### config.mk
export PLATFORM = sky130hd
export DESIGN_NAME = i_mem_loader_flat
export DESIGN_NICKNAME = d
export VERILOG_FILES = /design/src/rtl/i_mem_loader_if.sv /design/src/rtl/i_mem_loader.sv /design/src/flat_wrapper.sv
export SDC_FILE = /design/constraint.sdc
export NUM_CORES = 2
export LEC_CHECK = 0
export CAP_MARGIN = 5
export CORE_UTILIZATION = 65
export CTS_BUF_LIST = sky130_fd_sc_hd__clkbuf_8
export CTS_CLUSTER_SIZE = 30
export DETAILED_ROUTE_END_ITERATION = 8
export PLACE_DENSITY = 0.83
export SYNTH_ARGS = -nofsm -noshare
export SYNTH_HDL_FRONTEND = slang
export SYNTH_SLANG_ARGS = --single-unit
### constraint.sdc
create_clock -name clock -period 12.49 [get_ports clock]
set_clock_uncertainty 0.05 [all_clocks]
set_input_delay 1.249 -clock clock [delete_from_list [all_inputs] [get_ports clock]]
set_output_delay 1.249 -clock clock [all_outputs]
set_load 0.005 [all_outputs]
### src/rtl/i_mem_loader_if.sv
// Byte-stream handshake into the instruction loader.
// Source drives byte_in/byte_valid; loader answers with byte_ready.
interface i_mem_loader_if;
    logic [7:0] byte_in;
    logic       byte_valid;
    logic       byte_ready;

    modport master (
        output byte_in,
        output byte_valid,
        input  byte_ready
    );

    modport slave (
        input  byte_in,
        input  byte_valid,
        output byte_ready
    );
endinterface

### src/rtl/i_mem_loader.sv
// Instruction memory loader: packs a big-endian byte stream into
// 32-bit words and serves them on a combinational fetch port.
module i_mem_loader #(
    parameter int TAMANHO_MEMORIA = 64
) (
    input  logic                clock,
    input  logic                reset,
    input  logic                start,
    input  logic [6:0]          word_count,
    i_mem_loader_if.slave       bus,
    input  logic [31:0]         address,
    output logic [31:0]         i_out,
    output logic                busy,
    output logic                done,
    output logic [6:0]          words_loaded,
    output logic                error
);

    localparam int AW =
        (TAMANHO_MEMORIA > 1) ? $clog2(TAMANHO_MEMORIA) : 1;
    localparam logic [6:0] DEPTH = 7'(TAMANHO_MEMORIA);

    typedef enum logic [1:0] {
        IDLE,
        LOAD,
        DONE
    } state_t;

    state_t      state;
    logic [1:0]  byte_idx;
    logic [23:0] partial;
    logic [6:0]  target;
    logic        too_many;
    logic        take;
    logic        last_byte;
    logic        wr_en;
    logic [31:0] word;
    logic        unused;

    // Storage starts zeroed and survives both reset and start.
    logic [31:0] mem [TAMANHO_MEMORIA] = '{default: '0};

    assign too_many  = word_count > DEPTH;
    assign take      = (state == LOAD) && bus.byte_valid
                       && bus.byte_ready;
    assign last_byte = take && (byte_idx == 2'd3);
    assign wr_en     = last_byte && !reset;
    assign word      = {partial, bus.byte_in};
    assign unused    = ^address[1:0];

    always_ff @(posedge clock) begin
        if (reset) begin
            state          <= IDLE;
            busy           <= 1'b0;
            done           <= 1'b0;
            error          <= 1'b0;
            bus.byte_ready <= 1'b0;
            words_loaded   <= '0;
            byte_idx       <= '0;
            partial        <= '0;
            target         <= '0;
        end else begin
            unique case (state)
                IDLE, DONE: begin
                    if (start) begin
                        byte_idx     <= '0;
                        partial      <= '0;
                        words_loaded <= '0;
                        error        <= too_many;
                        target       <= too_many ? DEPTH : word_count;
                        if (word_count == 7'd0) begin
                            state          <= DONE;
                            done           <= 1'b1;
                            busy           <= 1'b0;
                            bus.byte_ready <= 1'b0;
                        end else begin
                            state          <= LOAD;
                            done           <= 1'b0;
                            busy           <= 1'b1;
                            bus.byte_ready <= 1'b1;
                        end
                    end
                end
                LOAD: begin
                    if (take) begin
                        byte_idx <= byte_idx + 2'd1;
                        partial  <= word[23:0];
                        if (last_byte) begin
                            words_loaded <= words_loaded + 7'd1;
                            if (words_loaded + 7'd1 == target) begin
                                state          <= DONE;
                                busy           <= 1'b0;
                                done           <= 1'b1;
                                bus.byte_ready <= 1'b0;
                            end
                        end
                    end
                end
                default: state <= IDLE;
            endcase
        end
    end

    // words_loaded doubles as the write pointer.
    always_ff @(posedge clock) begin
        if (wr_en) begin
            mem[words_loaded[AW-1:0]] <= word;
        end
    end

    always_comb begin
        i_out = '0;
        if (address[31:2] < 30'(TAMANHO_MEMORIA)) begin
            i_out = mem[address[AW+1:2]];
        end
    end

endmodule

### src/flat_wrapper.sv
// flat-port wrapper written by rule: the top's interface ports become plain ports
module i_mem_loader_flat 
#(
    parameter int TAMANHO_MEMORIA = 64
)
  (clock, reset, start, word_count, address, i_out, busy, done, words_loaded, error, bus_byte_in, bus_byte_valid, bus_byte_ready);
  i_mem_loader_if bus_i ();
  input  logic clock;
  input  logic reset;
  input  logic start;
  input  logic [6:0] word_count;
  input  logic [31:0] address;
  output logic [31:0] i_out;
  output logic busy;
  output logic done;
  output logic [6:0] words_loaded;
  output logic error;
  input wire logic [$bits(bus_i.byte_in)-1:0] bus_byte_in;
  input wire logic [$bits(bus_i.byte_valid)-1:0] bus_byte_valid;
  output wire logic [$bits(bus_i.byte_ready)-1:0] bus_byte_ready;
  assign bus_i.byte_in = bus_byte_in;
  assign bus_i.byte_valid = bus_byte_valid;
  assign bus_byte_ready = bus_i.byte_ready;
  i_mem_loader #(.TAMANHO_MEMORIA(TAMANHO_MEMORIA)) u_core (.clock(clock), .reset(reset), .start(start), .word_count(word_count), .bus(bus_i), .address(address), .i_out(i_out), .busy(busy), .done(done), .words_loaded(words_loaded), .error(error));
endmodule
==> flow_metrics.env <==
# yosys + openroad results
export IMPL_outcome="finished, violations left"
export IMPL_violations="DRC"
export IMPL_dr_max_layer_used="met5"
export IMPL_crit_cells=8
export IMPL_cp_start_kind="input port"
export IMPL_setup_viol=0
export IMPL_worstHoldPathCells=2
export IMPL_cts_sinks=2093
export IMPL_critical_path_startpoint="address[3]"
export IMPL_syn_inst=3706
export IMPL_cp_arrival_ps=6350
export IMPL_crit_chain="buf_8, buf_4, buf_4, mux4_2, mux4_2, a211oi_1, nor3_1, clkdlybuf4s50_1"
export IMPL_io_buffers=91
export IMPL_area_growth_syn_to_layout_pct=10.50
export IMPL_drt_pass1_iterations=9
export IMPL_endpoint_kind="output port"
export IMPL_hold_end="u_core.error"
export IMPL_row_count=129
export IMPL_synthAoiAreaFrac=0.02528
export IMPL_min_delay_start="u_core.error"
export IMPL_edf_count=2048
export IMPL_r2r_slack_ps=8110
export IMPL_synth_nets=3759
export IMPL_crit_buf_inv=4
export IMPL_root_buffer="clkbuf_8"
export IMPL_wl_met2_um=96560
export IMPL_cts_tree="yes"
export IMPL_async_reset_ff_frac=0
export IMPL_drt_iter0_drc=6975
export IMPL_slowest_delay_ps=920
export IMPL_tightest_slew_ps=1390
export IMPL_swShare=0.2110
export IMPL_via_per_inst=7.190
export IMPL_stdcell_area_um2=89790
export IMPL_clk_latency_ps=1000
export IMPL_top_power_group="registers"
export IMPL_comb_power_uw=424
export IMPL_p_clk_frac=0.394
export IMPL_rr_startpoint="u_core.bus.byte_ready"
export IMPL_hold_viol_final=0
export IMPL_synth_cell_area_um2=81260
export IMPL_timing_setup_tns_ps=0
export IMPL_yosysTopAreaCell="edfxtp_1"
export IMPL_p_seq_frac=0.575
export IMPL_fp_util=0.6564
export IMPL_yosys_warnings=0
export IMPL_drv_slew=0
export IMPL_cpLargestDelayFamily="buffers and inverters"
export IMPL_synth_xor_xnor_area_share=0.0008623
export IMPL_synthTopCellsByCount="edfxtp_1 (2048), mux4_2 (479), mux2i_1 (182)"
export IMPL_hpwl_um=109000
export IMPL_p_per_area_nw_per_um2=148.0
export IMPL_chipArea_um2=126400
export IMPL_cts_resized_gates=0
export IMPL_yosys_cell_count_top_type="edfxtp_1"
export IMPL_path_class="input port to output port"
export IMPL_drc_errors=42
export IMPL_regToRegEndpoint="u_core.mem[1][23]"
export IMPL_gp_congestion=0.8222
export IMPL_ys_sh_simple=0.02434
export IMPL_global_route_usage_met1=0.4537
export IMPL_dieWidth_um=355.6
==> state kept, by name, indices dropped and copies added (netlist names) <==
| signal | flops |
|---|---|
| u_core.mem | 2048 |
| u_core.partial | 24 |
| u_core.target | 7 |
| u_core.words_loaded | 7 |
| u_core.byte_idx | 2 |
| u_core.state | 2 |
| u_core.bus.byte_ready | 1 |
| u_core.done | 1 |
| u_core.error | 1 |
==> area by class of cell <==
class                      count  area, µm²
antenna                        3      7.507
clock buffer                 340       4679
clock inverter               200       1086
fill                        6347      34010
inverter                       8      35.03
multi-input combinational   1397      17750
sequential                  2093      62430
tap                         1637       2048
timing repair buffer         202       1757
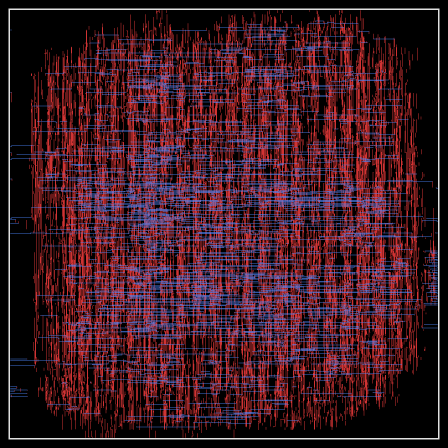
**Above:** metal layers overlaid.
Two of the layers only.
[met2] red | wire length: 96.6 mm
[met3] blue | wire length: 30.9 mm

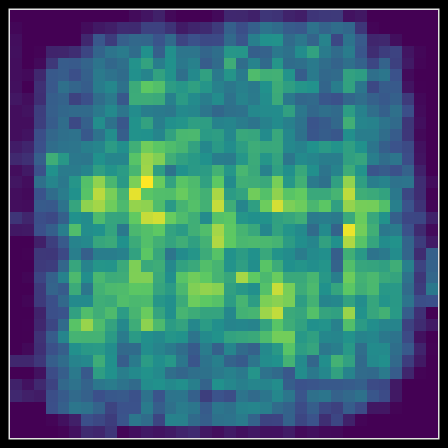
**Above:** routed metal per tile.
The die is cut into 36 by 36 equal tiles; dark purple is low, yellow is high, scaled to the fullest tile. Values are wire area over tile area, all layers added.
fullest tile: 0.76
nearly empty tiles: 9.6%
densest ninth of the die: center
mean over tiles: 0.29
WL/cell: 35.41 µm
total wire length: 208200 µm
GRT Total Usage: 0.3344
routed vias: 42279

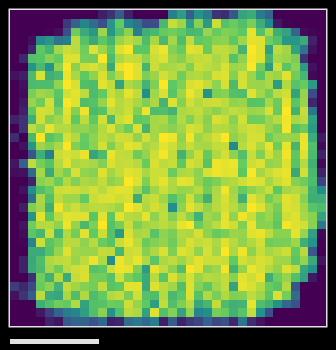
**Above:** local utilization.
Bar = 100 µm. The die is cut into 36 by 36 equal tiles; dark purple is low, yellow is high, 0 to 100% covered.
mean over tiles: 69%
fullest tile: 100%
densest ninth of the die: center
tiles over 75% full: 63%
nearly empty tiles: 9.4%

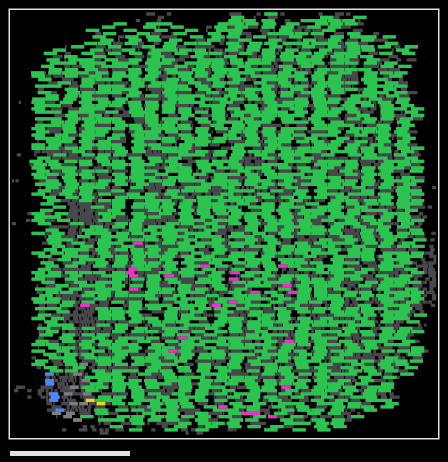
**Above:** sequential cells colored by netlist name.
Bar = 100 µm. Other sequential cells in the stronger gray, the rest of the logic in the fainter gray.
[u_core.mem] green | flops: 2048 | where: spread over the die
[u_core.partial] magenta | flops: 24
[u_core.byte_idx] yellow | flops: 2
[u_core.target] blue | flops: 7 | where: lower left
not colored: 12
P_seq: 7640 µW
flop share of the area: 0.6953
Final Util: 0.7253

Power and IR drop assume default switching activity.
